**Met1 routing**

Bar = 20 um. Cells faint in the background.
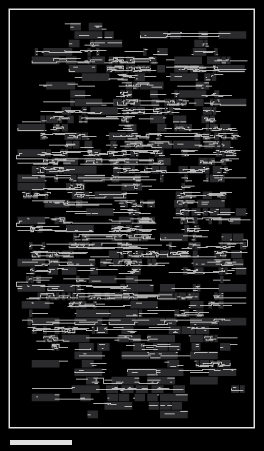
**Signal wires on met2**

Cells faint in the background.
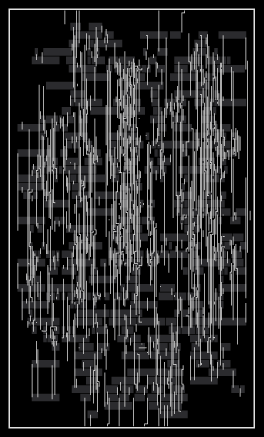
[config.mk]
export PLATFORM = sky130hd
export DESIGN_NAME = hdlc_tx_framer_flat
export DESIGN_NICKNAME = d
export VERILOG_FILES = /design/src/rtl/hdlc_tx_framer_if.sv /design/src/rtl/hdlc_tx_framer.sv /design/src/flat_wrapper.sv
export SDC_FILE = /design/constraint.sdc
export NUM_CORES = 1
export LEC_CHECK = 0
export CORE_ASPECT_RATIO = 1.75
export CORE_MARGIN = 2
export CORE_UTILIZATION = 40
export CTS_BUF_LIST = sky130_fd_sc_hd__clkbuf_8
export DETAILED_ROUTE_END_ITERATION = 8
export PLACE_DENSITY_LB_ADDON = 0.05
export REMOVE_ABC_BUFFERS = 1
export SLEW_MARGIN = 20
export SYNTH_ARGS = -nofsm -noshare
export SYNTH_HDL_FRONTEND = slang
export SYNTH_SLANG_ARGS = --single-unit
export TNS_END_PERCENT = 50
[constraint.sdc]
create_clock -name Clk -period 5.2 [get_ports Clk]
set_input_delay 0.52 -clock Clk [delete_from_list [all_inputs] [get_ports Clk]]
set_output_delay 0.52 -clock Clk [all_outputs]
set_load 0.02 [all_outputs]
[src/rtl/hdlc_tx_framer_if.sv]
// hdlc_tx_framer_if: Tx buffer handshake, control and serial line of the HDLC transmit framer.
interface hdlc_tx_framer_if #(parameter int SIZE_W = 8);
  logic              Tx_Enable;
  logic [SIZE_W-1:0] Tx_FrameSize;
  logic [7:0]        Tx_DataOutBuff;
  logic              Tx_RdBuff;
  logic              Tx_AbortFrame;
  logic              Tx;
  logic              Tx_ValidFrame;
  logic              Tx_Done;
  logic              Tx_AbortedTrans;
  modport master (
    input  Tx_Enable, Tx_FrameSize, Tx_DataOutBuff, Tx_AbortFrame,
    output Tx_RdBuff, Tx, Tx_ValidFrame, Tx_Done, Tx_AbortedTrans
  );
  modport slave (
    output Tx_Enable, Tx_FrameSize, Tx_DataOutBuff, Tx_AbortFrame,
    input  Tx_RdBuff, Tx, Tx_ValidFrame, Tx_Done, Tx_AbortedTrans
  );
endinterface

[src/rtl/hdlc_tx_framer.sv]
// hdlc_tx_framer: HDLC serialiser with flags, zero insertion, CRC-16/X.25 FCS and abort sequence.
// Define TX_IDLE_FLAGS_EN to transmit continuous 0x7E flags while idle.
module hdlc_tx_framer #(
  parameter int MAX_BYTES = 126,
  parameter int SIZE_W    = 8
) (
  input logic Clk,
  input logic Rst,
  hdlc_tx_framer_if.master bus
);
  typedef enum logic [2:0] {IDLE, FLAG_START, DATA, FCS, FLAG_END, ABORT} state_t;
  localparam logic [7:0] FLAG = 8'h7E;
  localparam logic [7:0] ABRT = 8'h7F;
  state_t            state_q, state_d;
  logic [3:0]        cnt_q, cnt_d;
  logic [SIZE_W-1:0] byte_q, byte_d, size_q, size_d;
  logic [7:0]        hold_q, hold_d, data_q, data_d;
  logic [15:0]       crc_q, crc_d;
  logic [2:0]        ones_q, ones_d;
  logic              pend_q, pend_d, rd_dly_q, stuff_d;
  logic              tx_q, tx_d, rd_q, rd_d, valid_q, done_q, ab_q, ab_d;
  logic              start_ok, go, abort_req, stuff_now;
  // cnt_q/state_q always describe the bit currently on the line; a stuffed cycle leaves them untouched
  always_comb begin
    state_d   = state_q;
    cnt_d     = cnt_q;
    byte_d    = byte_q;
    size_d    = size_q;
    data_d    = data_q;
    crc_d     = crc_q;
    pend_d    = pend_q;
    stuff_d   = 1'b0;
    ab_d      = 1'b0;
    hold_d    = rd_dly_q ? bus.Tx_DataOutBuff : hold_q;
    start_ok  = bus.Tx_Enable && bus.Tx_FrameSize != '0 && bus.Tx_FrameSize <= SIZE_W'(MAX_BYTES);
    abort_req = bus.Tx_AbortFrame && (state_q == FLAG_START || state_q == DATA || state_q == FCS);
    stuff_now = (state_q == DATA || state_q == FCS) && ones_q == 3'd5;
`ifdef TX_IDLE_FLAGS_EN
    go        = (pend_q || start_ok) && cnt_q[2:0] == 3'd7;
`else
    go        = start_ok;
`endif
    if (abort_req) begin
      state_d = ABORT;
      cnt_d   = '0;
    end else if (stuff_now) stuff_d = 1'b1;
    else case (state_q)
      IDLE: begin
`ifdef TX_IDLE_FLAGS_EN
        cnt_d = {1'b0, cnt_q[2:0] + 3'd1};
        if (start_ok && !pend_q) begin
          pend_d = 1'b1;
          size_d = bus.Tx_FrameSize;
        end
`else
        if (start_ok) size_d = bus.Tx_FrameSize;
`endif
        if (go) begin
          state_d = FLAG_START;
          cnt_d   = '0;
          pend_d  = 1'b0;
          crc_d   = 16'hFFFF;
        end
      end
      FLAG_START, DATA: begin
        cnt_d = cnt_q + 4'd1;
        if (cnt_q == 4'd7) begin
          state_d = (state_q == DATA && byte_q == size_q - SIZE_W'(1)) ? FCS : DATA;
          byte_d  = state_q == DATA ? byte_q + SIZE_W'(1) : '0;
          cnt_d   = '0;
          data_d  = hold_q;
        end
      end
      FCS: begin
        cnt_d = cnt_q + 4'd1;
        if (cnt_q == 4'd15) state_d = FLAG_END;
      end
      FLAG_END, ABORT: begin
        cnt_d = cnt_q + 4'd1;
        if (cnt_q == 4'd7) begin
          state_d = IDLE;
          cnt_d   = '0;
          ab_d    = state_q == ABORT;
        end
      end
      default: state_d = IDLE;
    endcase
    tx_d = stuff_d            ? 1'b0 :
           state_d == DATA    ? data_d[cnt_d[2:0]] :
           state_d == FCS     ? ~crc_q[cnt_d] :
           state_d == ABORT   ? ABRT[cnt_d[2:0]] :
           state_d != IDLE    ? FLAG[cnt_d[2:0]] :
`ifdef TX_IDLE_FLAGS_EN
                                FLAG[cnt_d[2:0]];
`else
                                1'b1;
`endif
    if (state_d == DATA && !stuff_d)
      crc_d = {1'b0, crc_q[15:1]} ^ ((crc_q[0] ^ tx_d) ? 16'h8408 : 16'h0000);
    ones_d = ((state_d == DATA || state_d == FCS) && !stuff_d && tx_d) ? ones_q + 3'd1 : 3'd0;
    rd_d   = (state_q == IDLE && state_d == FLAG_START) ||
             (state_d == DATA && !stuff_d && cnt_d == 4'd0 && byte_d + SIZE_W'(1) < size_q);
  end
  always_ff @(posedge Clk or negedge Rst)
    if (!Rst) begin
      state_q  <= IDLE;
      cnt_q    <= '0;
      byte_q   <= '0;
      size_q   <= '0;
      hold_q   <= '0;
      data_q   <= '0;
      crc_q    <= '0;
      ones_q   <= '0;
      pend_q   <= 1'b0;
      rd_dly_q <= 1'b0;
      tx_q     <= 1'b1;
      rd_q     <= 1'b0;
      valid_q  <= 1'b0;
      done_q   <= 1'b1;
      ab_q     <= 1'b0;
    end else begin
      state_q  <= state_d;
      cnt_q    <= cnt_d;
      byte_q   <= byte_d;
      size_q   <= size_d;
      hold_q   <= hold_d;
      data_q   <= data_d;
      crc_q    <= crc_d;
      ones_q   <= ones_d;
      pend_q   <= pend_d;
      rd_dly_q <= rd_q;
      tx_q     <= tx_d;
      rd_q     <= rd_d;
      valid_q  <= state_d != IDLE;
      done_q   <= state_d == IDLE;
      ab_q     <= ab_d;
    end
  assign bus.Tx              = tx_q;
  assign bus.Tx_RdBuff       = rd_q;
  assign bus.Tx_ValidFrame   = valid_q;
  assign bus.Tx_Done         = done_q;
  assign bus.Tx_AbortedTrans = ab_q;
endmodule

[src/flat_wrapper.sv]
// flat-port wrapper written by rule: the top's interface ports become plain ports
module hdlc_tx_framer_flat 
#(
  parameter int MAX_BYTES = 126,
  parameter int SIZE_W    = 8
)
  (Clk, Rst, bus_Tx_Enable, bus_Tx_FrameSize, bus_Tx_DataOutBuff, bus_Tx_AbortFrame, bus_Tx_RdBuff, bus_Tx, bus_Tx_ValidFrame, bus_Tx_Done, bus_Tx_AbortedTrans);
  hdlc_tx_framer_if #(.SIZE_W(SIZE_W)) bus_i ();
  input logic Clk;
  input logic Rst;
  input wire logic [$bits(bus_i.Tx_Enable)-1:0] bus_Tx_Enable;
  input wire logic [$bits(bus_i.Tx_FrameSize)-1:0] bus_Tx_FrameSize;
  input wire logic [$bits(bus_i.Tx_DataOutBuff)-1:0] bus_Tx_DataOutBuff;
  input wire logic [$bits(bus_i.Tx_AbortFrame)-1:0] bus_Tx_AbortFrame;
  output wire logic [$bits(bus_i.Tx_RdBuff)-1:0] bus_Tx_RdBuff;
  output wire logic [$bits(bus_i.Tx)-1:0] bus_Tx;
  output wire logic [$bits(bus_i.Tx_ValidFrame)-1:0] bus_Tx_ValidFrame;
  output wire logic [$bits(bus_i.Tx_Done)-1:0] bus_Tx_Done;
  output wire logic [$bits(bus_i.Tx_AbortedTrans)-1:0] bus_Tx_AbortedTrans;
  assign bus_i.Tx_Enable = bus_Tx_Enable;
  assign bus_i.Tx_FrameSize = bus_Tx_FrameSize;
  assign bus_i.Tx_DataOutBuff = bus_Tx_DataOutBuff;
  assign bus_i.Tx_AbortFrame = bus_Tx_AbortFrame;
  assign bus_Tx_RdBuff = bus_i.Tx_RdBuff;
  assign bus_Tx = bus_i.Tx;
  assign bus_Tx_ValidFrame = bus_i.Tx_ValidFrame;
  assign bus_Tx_Done = bus_i.Tx_Done;
  assign bus_Tx_AbortedTrans = bus_i.Tx_AbortedTrans;
  hdlc_tx_framer #(.MAX_BYTES(MAX_BYTES), .SIZE_W(SIZE_W)) u_core (.Clk(Clk), .Rst(Rst), .bus(bus_i));
endmodule
==> impl_metrics.toml <==
# implementation run metrics
[outcome]
outcome = "finished, final reports clean"

[global_route]
grt_pass1_wl_um = 17000
grt_max_degree = 65
antenna_found_initial = 0
track_usage_pct = 21.2
grt_pass1_vias = 3495

[clock_tree]
clock_path_buffers = 2
holdBufCountCts = 0
cts_buffers = 9
path_clk_slew_ns = 0.08
cts_resized = 0
cts_tree = "done"
h-tree-depth = 3
clock-sinks = 64

[worst_setup_path]
required_ns = 5.48
rr_startpoint = "u_core.cnt_q[0]"
rr_worst_depth = 16
rrSetupSlack_ns = 1.32
worstPathMaxFanout = 15
path_class = "flip-flop to flip-flop"
end_kind = "flip-flop"
r2r_end = "u_core.bus.Tx_RdBuff"
crit_arrival_ns = 4.16
cp-startpoint = "u_core.cnt_q[0]"

[place]
dp_hpwl_um = 7830
globalplace.congestion = 0.871
post_dp_cell_area_mm2 = 0.00423
dp_worst_setup_slack_ns = 1.23
place_inst = 556

[logic_synthesis]
ys_top_cells_by_count = "dfrtp_1, nand2_1, o21ai_0"
simple_gate_area_share_pct = 20.1
syn-cell-area_mm2 = 0.00390
synth.area.mux_share_pct = 7.29
largest_area_cell = "dfrtp_1"
synth_cell_type_count = 61
syn-mean-instance-area_um2 = 9.23
synth-seq-area-share_pct = 41.2
yosys_area_mm2 = 0.00390
ys_sh_aoi_pct = 17.8
xor_area_share_pct = 4.72
ys_cells = 422
yosys_warnings = 0
logic_family = "simple AND/OR/NAND/NOR gates"
syn_inst = 422
edf_count = 0
synthTopCellsByArea = "dfrtp_1, nand2_1, mux2_2, o21ai_0, ha_1"

[die]
core_area_mm2 = 0.00947
die_x_um = 78.6
fp_util_pct = 41.2
die_y_um = 135
die_area_mm2 = 0.0106
ios = 25
fp-row-count = 47

[sta]
period_used_pct = 74.6
clock.fmax_mhz = 258
fin_ws_ns = 1.32
worstMarginPinSlew_ns = 0.861
timing.setup.tns_ns = 0
finalSetupViolCount = 0
period_minus_slack_ns = 3.88
finClkSkew_ns = 0.00910
relSlewSlack_pct = 42.5

[job]
maxCapViolations = 0

[layout]
antenna_cells = 0
final_cells = 572
fin_nets = 478
finalInstanceArea_mm2 = 0.00445

[pwr]
power_switching_mw = 0.810
pwr-share-seq_pct = 36.0
pwr-share-comb_pct = 40.3
clkPwrFrac_pct = 23.8
p_sw_share_pct = 39.4
p_leak_nw = 1.84
p_int_mw = 1.25
peakVddDrop_mv = 0.194

[routing]
dr.pass1.iters = 4
vias = 3228
final_antenna_net_count = 0
wl_um = 10400
drt-initial-drc-count = 114
post_drt_wl_per_cell_um = 18.2
drc = 0

[hold_path]
min_path_type = "input pin to asynchronous set/reset pin"
Notes on 'met1 routing' above:
main direction	horizontal
longest straight run	28.1 um

Notes on 'signal wires on met2' above:
main direction	vertical
longest straight run	61.9 um
nets with wire on the layer	408
share of all routed wire	56%
wire length on this layer	5,880 um

-- worst max-delay path, cell delays in order, from the launching register on --
cell,delay (ns)
dfrtp_1,0.47
ha_1,0.42
nand3b_1,0.23
nor4_4,0.18
buf_4,0.25
nand4_1,0.18
inv_1,0.09
nand3_1,0.09
or2_2,0.28
a21oi_1,0.29
nand3_1,0.14
mux2_2,0.30
ha_1,0.29
a21o_1,0.16
a21oi_1,0.17
nand4_1,0.11
o22ai_1,0.15
-- logic make-up after synthesis --
kind of cell               Yosys count
DFF                                 64
buffers and inverters               42
adders and majority gates           13
muxes                               25
and+or+nand+nor                    157
AOI/OAI and AO/OA                  100
xor gates and xnor gates            21
-- worst max path at each step --
stage | slack [ns] | end
6_report | 1.32 | u_core.bus.Tx_RdBuff
5_1_grt | 1.02 | u_core.bus.Tx_RdBuff
4_1_cts | 1.31 | u_core.bus.Tx_RdBuff
3_5_place_dp | 1.23 | u_core.bus.Tx_RdBuff
3_3_place_gp | 1.34 | u_core.bus.Tx_RdBuff
2_1_floorplan | 1.56 | u_core.bus.Tx_RdBuff
-- placed cells by master, fill, tap and decap left out, drive strengths merged, types with 4 or more instances in the layout --
master	instances
o21ai	34
nor2	29
a21o	7
nor4	6
o22ai	4
and2	6
mux2	17
dfrtp	62
a21oi	13
inv	29
nand2	57
mux2i	7
xor2	8
nor3	13
ha	13
o211ai	4
nand2b	12
nand4	9
xnor2	13
nand3	12
clkdlybuf4s50	23
clkbuf	10
a211oi	4
buf	5
-- cell type report --
cell class,count,area (um^2),area share (%)
Inverter,26,100,2.25
Tap cell,122,153,3.43
Multi-Input combinational cell,316,2110,47.4
Timing Repair Buffer,28,265,5.96
Clock buffer,10,138,3.09
Clock inverter,6,83.8,1.88
Sequential cell,64,1600,36.0
-- per-stage QoR --
step	power (mW)	hold slack, ns	utilization, %
2_1_floorplan	1.31	0.224	-
3_3_place_gp	1.57	0.406	44.7
3_5_place_dp	1.58	0.404	44.7
4_1_cts	2.08	0.378	47.0
5_1_grt	2.20	0.430	47.0
6_report	2.06	0.351	47.0
-- registers in the layout (all words and copies together) (netlist names), 3 cells and up --
signal and flops:
u_core.cnt_q 4, u_core.hold_q 8, u_core.byte_q 8, u_core.state_q 3
u_core.crc_q 16, u_core.size_q 8, u_core.ones_q 3, u_core.data_q 8
-- power groups by stage --
stage / Sequential (mW) / Clock, mW / Combinational (mW)
after floorplan: 0.713 / 0 / 0.596
after global placement: 0.749 / 0 / 0.820
after detailed placement: 0.749 / 0 / 0.831
after CTS: 0.739 / 0.506 / 0.835
after global routing: 0.755 / 0.520 / 0.928
final: 0.741 / 0.489 / 0.828
-- metal layers --
metal  up-vias  share of wire (%)  GRT usage, %
met4         0                4.8          14.8
li1       1563                  -             -
met2        69                 56          40.2
met1      1561                 36          20.1
met5         -                  0             0
met3        35                2.6          3.21
No activity file was given, so power comes from the tool's default toggle rates.
